### config.mk
export PLATFORM = sky130hd
export DESIGN_NAME = frog_lane_engine
export DESIGN_NICKNAME = d
export VERILOG_FILES = /design/src/rtl/frog_lane_engine.sv
export SDC_FILE = /design/constraint.sdc
export NUM_CORES = 1
export LEC_CHECK = 0
export CAP_MARGIN = 20
export CORE_AREA = 2 2 115 117
export CTS_CLUSTER_DIAMETER = 200
export DETAILED_ROUTE_END_ITERATION = 7
export DIE_AREA = 0 0 117 119
export PLACE_DENSITY = 0.63
export SETUP_SLACK_MARGIN = 0.02
export SYNTH_ARGS = -nofsm -noshare
export SYNTH_HDL_FRONTEND = slang
export SYNTH_SLANG_ARGS = --single-unit
### constraint.sdc
create_clock -name clk -period 8.25 [get_ports clk]
set_input_delay 1.65 -clock clk [delete_from_list [all_inputs] [get_ports clk]]
set_output_delay 1.65 -clock clk [all_outputs]
set_load 0.02 [all_outputs]
### src/rtl/frog_lane_engine.sv
// frog_lane_engine: lane-scrolling frog game core. Rows of cars step on a
// divided tick; the frog moves on debounced-edge button presses.
// Ports: clk, reset (async, active-high); up/down/left/right (active-low);
//   lane_map (row r at [r*COLS +: COLS]); frog_row; frog_col (one-hot);
//   game_state (00 PLAY, 01 DEAD, 10 WIN); lives; tick (lane-step pulse).
// Option: define FROG_LIVES_EN for three lives (default build: one life).
module frog_lane_engine #(
  parameter int LANES = 8,
  parameter int COLS = 8,
  parameter int TICK_DIV = 100000000,
  parameter logic [LANES*COLS-1:0] LANE_INIT = '0,
  parameter int START_COL = COLS / 2
) (
  input  logic                       clk,
  input  logic                       reset,
  input  logic                       up,
  input  logic                       down,
  input  logic                       left,
  input  logic                       right,
  output logic [LANES*COLS-1:0]      lane_map,
  output logic [$clog2(LANES)-1:0]   frog_row,
  output logic [COLS-1:0]            frog_col,
  output logic [1:0]                 game_state,
  output logic [1:0]                 lives,
  output logic                       tick
);

  localparam int RW = $clog2(LANES);
  localparam int CW = $clog2(TICK_DIV);
  localparam logic [CW-1:0] CNT_MAX = CW'(TICK_DIV - 1);
  localparam logic [RW-1:0] LAST_ROW = RW'(LANES - 1);
  localparam logic [COLS-1:0] START_OH = COLS'(1) << START_COL;

  // Rows 0 and LANES-1 are safe rows and never hold cars.
  localparam logic [LANES*COLS-1:0] SAFE_MASK =
    {{COLS{1'b0}}, {((LANES-2)*COLS){1'b1}}, {COLS{1'b0}}};
  localparam logic [LANES*COLS-1:0] INIT_ROWS = LANE_INIT & SAFE_MASK;

  localparam int B_UP = 3;
  localparam int B_DN = 2;
  localparam int B_LT = 1;
  localparam int B_RT = 0;

  typedef enum logic [1:0] {
    S_PLAY = 2'b00,
    S_DEAD = 2'b01,
    S_WIN  = 2'b10
  } state_t;

  state_t state_q, state_d;

  logic [CW-1:0]                cnt;
  logic [LANES-1:0][COLS-1:0]   rows_q;
  logic [LANES-1:0][COLS-1:0]   rows_rot;
  logic [3:0]                   sync1, sync2, sync3;
  logic [3:0]                   press;
  logic [RW-1:0]                row_d;
  logic [COLS-1:0]              col_d;
  logic                         hit;
  logic                         restart;
  logic                         last_life;

  // Lane step timing
  assign tick = (cnt == CNT_MAX);

  always_ff @(posedge clk or posedge reset) begin
    if (reset) begin
      cnt <= '0;
    end else if (tick) begin
      cnt <= '0;
    end else begin
      cnt <= cnt + 1'b1;
    end
  end

  // Odd rows drift right, even rows drift left
  always_comb begin
    rows_rot = rows_q;
    for (int r = 0; r < LANES; r++) begin
      if (r == 0 || r == LANES - 1) begin
        rows_rot[r] = '0;
      end else if (r % 2 == 1) begin
        rows_rot[r] = {rows_q[r][0], rows_q[r][COLS-1:1]};
      end else begin
        rows_rot[r] = {rows_q[r][COLS-2:0], rows_q[r][COLS-1]};
      end
    end
  end

  always_ff @(posedge clk or posedge reset) begin
    if (reset) begin
      rows_q <= INIT_ROWS;
    end else if (tick) begin
      rows_q <= rows_rot;
    end
  end

  assign lane_map = rows_q;

  // Two-flop synchroniser plus a history flop; idle level is high, so
  // resetting all three to 1 keeps release from looking like a press.
  always_ff @(posedge clk or posedge reset) begin
    if (reset) begin
      sync1 <= '1;
      sync2 <= '1;
      sync3 <= '1;
    end else begin
      sync1 <= {up, down, left, right};
      sync2 <= sync1;
      sync3 <= sync2;
    end
  end

  assign press = sync3 & ~sync2;

  assign hit = (state_q == S_PLAY) &&
               (|(rows_q[frog_row] & frog_col));

  assign restart = (state_q == S_DEAD || state_q == S_WIN) && (|press);

  // Game FSM
  always_ff @(posedge clk or posedge reset) begin
    if (reset) begin
      state_q  <= S_PLAY;
      frog_row <= LAST_ROW;
      frog_col <= START_OH;
    end else begin
      state_q  <= state_d;
      frog_row <= row_d;
      frog_col <= col_d;
    end
  end

  always_comb begin
    state_d = state_q;
    row_d   = frog_row;
    col_d   = frog_col;
    case (state_q)
      S_PLAY: begin
        if (hit) begin
          if (last_life) begin
            state_d = S_DEAD;
          end else begin
            row_d = LAST_ROW;
            col_d = START_OH;
          end
        end else if (frog_row == '0) begin
          state_d = S_WIN;
        end else if (press[B_UP]) begin
          row_d = frog_row - 1'b1;
        end else if (press[B_DN]) begin
          if (frog_row != LAST_ROW) begin
            row_d = frog_row + 1'b1;
          end
        end else if (press[B_LT]) begin
          if (!frog_col[COLS-1]) begin
            col_d = frog_col << 1;
          end
        end else if (press[B_RT]) begin
          if (!frog_col[0]) begin
            col_d = frog_col >> 1;
          end
        end
      end
      S_DEAD, S_WIN: begin
        if (restart) begin
          state_d = S_PLAY;
          row_d   = LAST_ROW;
          col_d   = START_OH;
        end
      end
      default: begin
        state_d = S_PLAY;
      end
    endcase
  end

  assign game_state = state_q;

`ifdef FROG_LIVES_EN
  localparam logic [1:0] RELOAD = 2'd3;

  logic [1:0] lives_q, lives_d;

  assign last_life = (lives_q <= 2'd1);

  always_comb begin
    lives_d = lives_q;
    if (restart) begin
      lives_d = RELOAD;
    end else if (hit) begin
      lives_d = last_life ? 2'd0 : lives_q - 2'd1;
    end
  end

  always_ff @(posedge clk or posedge reset) begin
    if (reset) begin
      lives_q <= RELOAD;
    end else begin
      lives_q <= lives_d;
    end
  end

  assign lives = lives_q;
`else
  // Single life: the count follows the state directly.
  assign last_life = 1'b1;
  assign lives = (state_q == S_DEAD) ? 2'd0 : 2'd1;
`endif

endmodule

==> impl_metrics.yaml, run 1 <==
# generated from flow reports
run_status:
  status: "finished clean"
power:
  top_power_group: "sequential cells"
  seqPwrFrac_pct: 41.7
timing:
  skew_ns: 0.008967
  setup_violations: 0
  finalSetupTns_ns: 0
  finalHoldViolCount: 0
  tightest_slew_ns: 0.9193
  drv_slew: 0
synth:
  yosysSeqAreaShare_pct: 50.70
  top_logic_kind: "multiplexers"
  mux_share_pct: 17.13
  synth-simple-area-share_pct: 13.33
  synth-xor-area-share_pct: 3.697
  syn_area_per_cell_um2: 11.76
  yosys.area.top_type_share_pct: 42.25
  syn-instance-count: 423
  synthDistinctLibCells: 50
  yosysChipArea_mm2: 0.004975
drt:
  met3_wirelength_um: 393
  wl_met2_um: 5180
  highest_layer: "met4"
  wl_met1_um: 4714
die:
  pin_count: 86
  fp_util_pct: 38.64
  die_w_um: 117
global_route:
  grt-ovfl-total: 0
critical_path:
  rr_worst_depth: 6
  worst-path-buf-inv: 1
  crit_path_max_incr_delay_ns: 0.68
  r2r_setup_slack_ns: 4.87
  cp_top_family: "simple AND/OR/NAND/NOR gates"
  crit_chain: "or4_1, or4_1, nor4_1, clkdlybuf4s50_1"
  endpoint: "tick"
  critical-path-slowest-cell: "clkdlybuf4s50_1"
final_layout:
  finalNetCount: 492
  logic_area_mm2: 0.002240
  final-clk-cell-share_pct: 5.400
  areaGrowthSynthToFinish_pct: 21.55
  layout.nonclk_buf_share_pct: 11.50
  inverters: 11
  seq_share_pct: 41.71
cts:
  h-tree-depth: 3
  cts.path.max_buffers: 2
  cts_sinks: 100
placement:
  routabilityCongestion: 0.8417
-- run 1: kinds of logic (layout without fill, tap and decap cells) --
kind of cell | count (synthesis) | count (layout)
AND/OR/NAND/NOR | 120 | 120
buffers and inverters | 49 | 97
other | 1 | 17
adder cells (fa/ha/maj) | 4 | 4
multiplexers | 74 | 74
XOR/XNOR | 21 | 21
flip-flops | 100 | 100
AND-OR/OR-AND | 54 | 54
-- run 1: metrics by stage --
stage	area (um2)	hold slack, ns	power (W)	setup slack, ns	utilization (%)
floorplan	5035	0.3452	0.0009694	4.008	-
global placement	5720	0.3467	0.001076	4.225	44.43
detailed placement	5720	0.3472	0.001086	4.186	44.43
CTS	6047	0.3548	0.001548	3.795	46.97
global route	6047	0.3574	0.001613	3.690	46.97
finish	6047	0.3528	0.001533	3.782	46.97
Figure 1. The metal 1 layer (run 1).
Scale bar: 20 um.
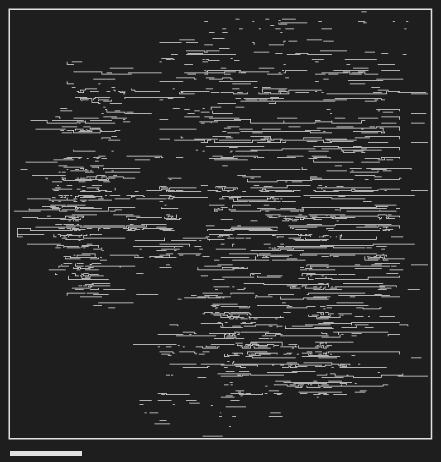
longest straight run: 30.8 um
wire length on this layer: 4710 um
GR Layer Usage met1: 20.25%
Via Count: 3414

Figure 2. Wire density map (run 1).
Scale bar: 20 um. The die is cut into 23 by 24 equal tiles; black is low, pale yellow is high, scaled to the fullest tile. Values are wire area over tile area, all layers added.
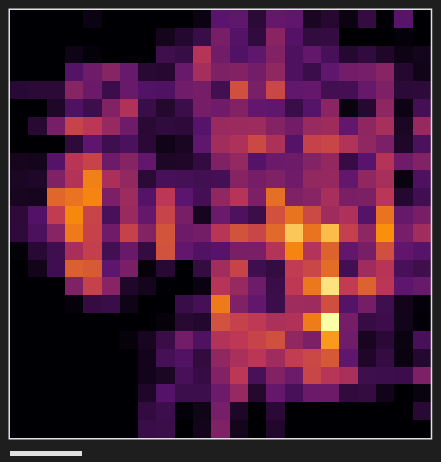
densest ninth of the die: east
fullest tile: 0.51
mean over tiles: 0.12
nearly empty tiles: 23%
tiles over half the peak: 11%
Global Route Usage Sum: 15.46%
Wirelength per Cell: 15.84 um
total wire length: 10500 um

Figure 3. Routing congestion (run 1).
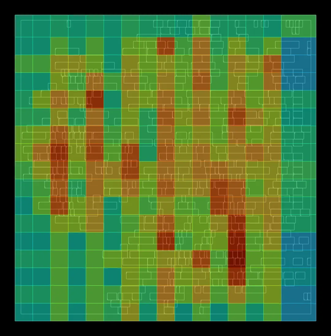
global routing's busiest layer: met2
Core Util, Final: 46.97%
grt met2 use: 25.47%
met3 usage: 2.494%

==> run 2: changes to the inputs <==
- clock period: 8.25 -> 4.45 ns (I/O delays scaled with it)
==> impl_metrics.yaml, run 2 <==
# generated from flow reports
cts:
  cts.path.max_buffers: 2
  cts_sinks: 100
  h-tree-depth: 3
die:
  fp_util_pct: 38.64
timing:
  finalSetupTns_ns: 0
  whs_ns: 0.3579
  drv_slew: 0
power:
  total_power_w: 0.002784
final_layout:
  layout.nonclk_buf_share_pct: 11.66
  finalNetCount: 493
  inverters: 11
  final-clk-cell-share_pct: 4.981
synth:
  syn_area_per_cell_um2: 11.76
critical_path:
  worst-path-buf-inv: 1
  crit_chain: "or4_1, or4_1, nor4_1, clkdlybuf4s50_1"
  cp_top_family: "simple AND/OR/NAND/NOR gates"
  r2r_setup_slack_ns: 1.13
  endpoint: "tick"
run_status:
  status: "finished clean"
drt:
  wl_met2_um: 5339
==> run 2: cell counts after synthesis <==
Identical to the previous run, type by type.
==> run 2: metrics by stage <==
step / instance area (um2) / worst slack (ns)
finish: 6028 / 0.8174
global route: 6028 / 0.6938
CTS: 6028 / 0.7935
detailed placement: 5728 / 1.168
global placement: 5728 / 1.224
floorplan: 5035 / 0.9677
==> run 2: kinds of logic after synthesis <==
| group | Yosys count | share of synthesized area, % |
|---|---|---|
| and+or+nand+nor | 120 | 13.33 |
| DFF | 100 | 50.70 |
| muxes | 74 | 17.13 |
| AOI/OAI and AO/OA | 54 | 8.300 |
| buffers and inverters | 49 | 5.608 |
| xor gates and xnor gates | 21 | 3.697 |
| adders and majority gates | 4 | 1.157 |
| other | 1 | 0.07538 |
Figure 4. Wire density map (run 2).
Scale bar: 20 um. The die is cut into 23 by 24 equal tiles; black is low, pale yellow is high, scaled to the fullest tile. Values are wire area over tile area, all layers added.
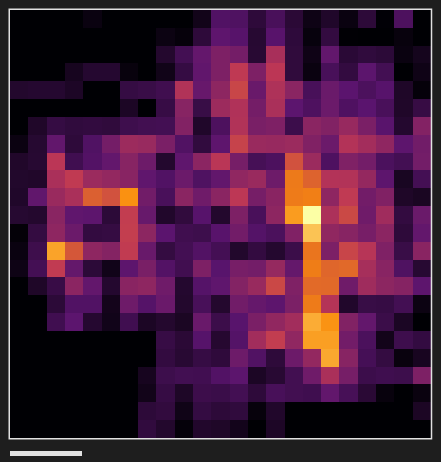
emptiest ninth of the die: south-west
nearly empty tiles: 21%
densest ninth of the die: east
tiles over half the peak: 6.9%
fullest tile: 0.58
mean over tiles: 0.12
Global Route Usage Sum: 16.28%
Wirelength per Cell: 16.15 um
Via Count: 3430
total wire length: 10720 um

Figure 5. Routing congestion (run 2).
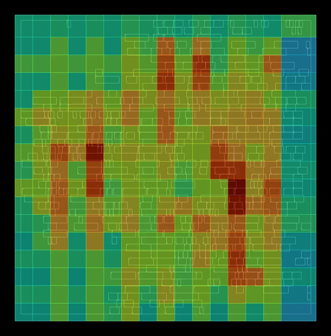
grt met2 use: 26.19%
Core Util, Final: 46.82%

Figure 6. The metal 1 layer (run 2).
Scale bar: 20 um.
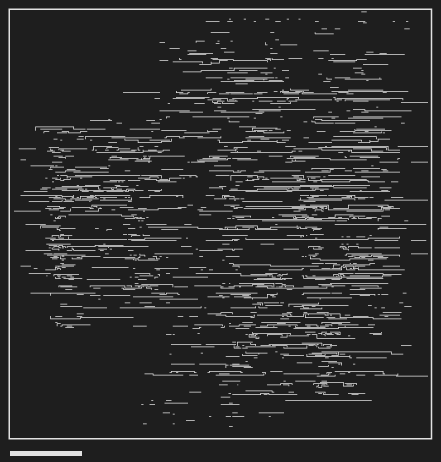
longest straight run: 34.0 um
wire length on this layer: 4660 um
share of all routed wire: 43%
nets with wire on the layer: 418
main direction: horizontal
GR Layer Usage met1: 21.20%

==> run 3: changes to the inputs <==
- clock period: 4.45 -> 3.45 ns (I/O delays scaled with it)
Figure 7. The metal 1 layer (run 3).
Scale bar: 20 um.
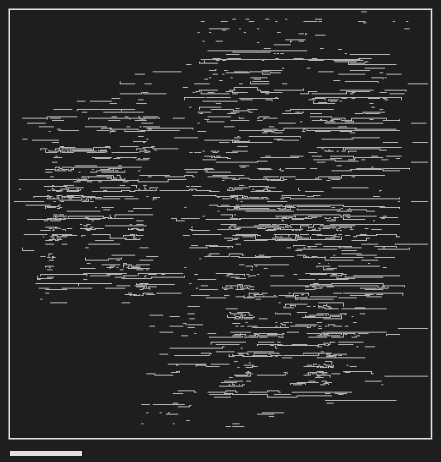
longest straight run: 44.2 um
nets with wire on the layer: 432
wire length on this layer: 4450 um
total wire length: 10570 um
Via Count: 3467

Figure 8. Signal wires on met2 (run 3).
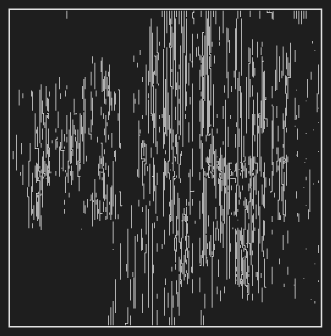
wire length on this layer: 5340 um
share of all routed wire: 51%
longest straight run: 45.2 um
grt met2 use: 26.59%

Figure 9. Routing congestion (run 3).
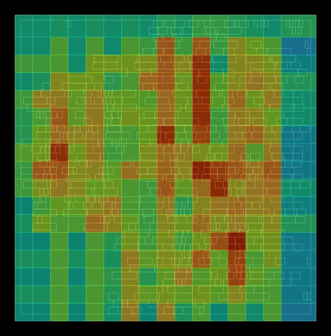
Wirelength per Cell: 15.81 um
Core Util, Final: 47.01%

==> impl_metrics.yaml, run 3 <==
# generated from flow reports
run_status:
  status: "finished clean"
timing:
  finalHoldViolCount: 0
  finalSetupTns_ns: 0
  drv_slew: 0
  skew_ns: 0.01037
  whs_ns: 0.3514
  worst_slack_ns: 0.3182
  tightest_slew_ns: 0.6310
global_route:
  top_usage_layer: "met2"
  use_met1_pct: 20.77
  gr-usage-all-layers_pct: 16.19
  grt_use_met3_pct: 3.766
final_layout:
  areaGrowthSynthToFinish_pct: 21.65
  finalNetCount: 498
placement:
  placed_cell_area_mm2: 0.005766
  place_ws_ns: 0.4015
  routabilityCongestion: 0.8333
  hpwl_um: 7734
critical_path:
  critical-path-slowest-cell: "or4_1"
  endpoint: "tick"
  r2r_setup_slack_ns: 0.52
  crit_chain: "or4_1, or4_1, nor4_1, dlygate4sd2_1"
  rr_worst_depth: 7
  worst-path-buf-inv: 1
  crit_path_max_incr_delay_ns: 0.57
  cp_top_family: "simple AND/OR/NAND/NOR gates"
die:
  core-area_mm2: 0.01287
  fp_util_pct: 38.64
  pin_count: 86
  die_w_um: 117
cts:
  h-tree-depth: 3
  cts_sinks: 100
  cts.path.max_buffers: 2
  cts_tree: "yes"
drt:
  highest_layer: "met4"
  met3_wirelength_um: 571
  wl_met2_um: 5342
  wl_met1_um: 4452
synth:
  top_area_cell: "dfrtp_1"
  yosysSeqAreaShare_pct: 50.70
  synthDistinctLibCells: 50
  yosysChipArea_mm2: 0.004975
  yosys.area.top_type_share_pct: 42.25
worst_hold_path:
  min_to: "sync2[0]$_DFF_PP1_"
power:
  top_power_group: "sequential cells"
  total_power_w: 0.003547
  seqPwrFrac_pct: 40.8
==> run 3: cell counts after synthesis <==
Identical to the previous run, type by type.
==> run 3: area by class of cell <==
| class | instances | area, um2 |
|---|---|---|
| clock buffers | 10 | 239.0 |
| clock inverters | 6 | 48.80 |
| fillers | 1171 | 6823 |
| inverters | 11 | 42.54 |
| multi-input cells | 290 | 2240 |
| flip-flops and latches | 100 | 2522 |
| well taps | 176 | 220.2 |
| repair buffers | 76 | 739.5 |
==> run 3: logic make-up after synthesis <==
group / Yosys count / share of synthesized area [%]
compound gates: 54 / 8.300
xor+xnor: 21 / 3.697
fa+ha+maj: 4 / 1.157
buf+inv: 49 / 5.608
flops: 100 / 50.70
mux: 74 / 17.13
other cells: 1 / 0.07538
simple gates: 120 / 13.33

## Gallery

Cell density map.
Scale bar: 20 um. The die is cut into 12 by 12 equal tiles; black is low, pale yellow is high, 0 to 100% covered.
picture 1
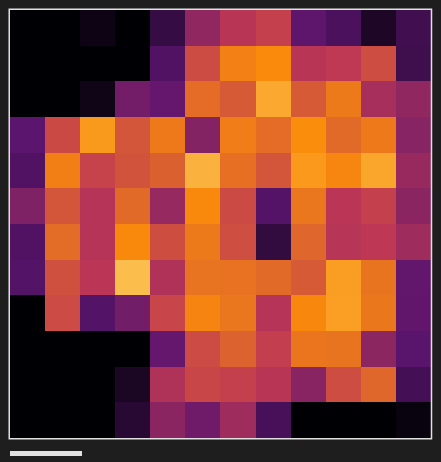
picture 2
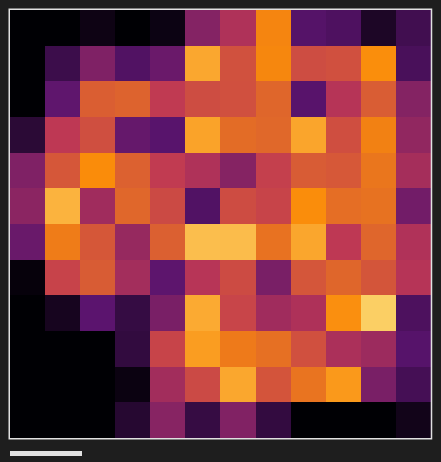
run 1: picture 2
run 2: picture 1

Key to picture 2:
densest ninth of the die: east
emptiest ninth of the die: south-west
fullest tile: 90%
nearly empty tiles: 13%
tiles over 75% full: 10%
mean over tiles: 42%

Power and IR drop assume default switching activity.
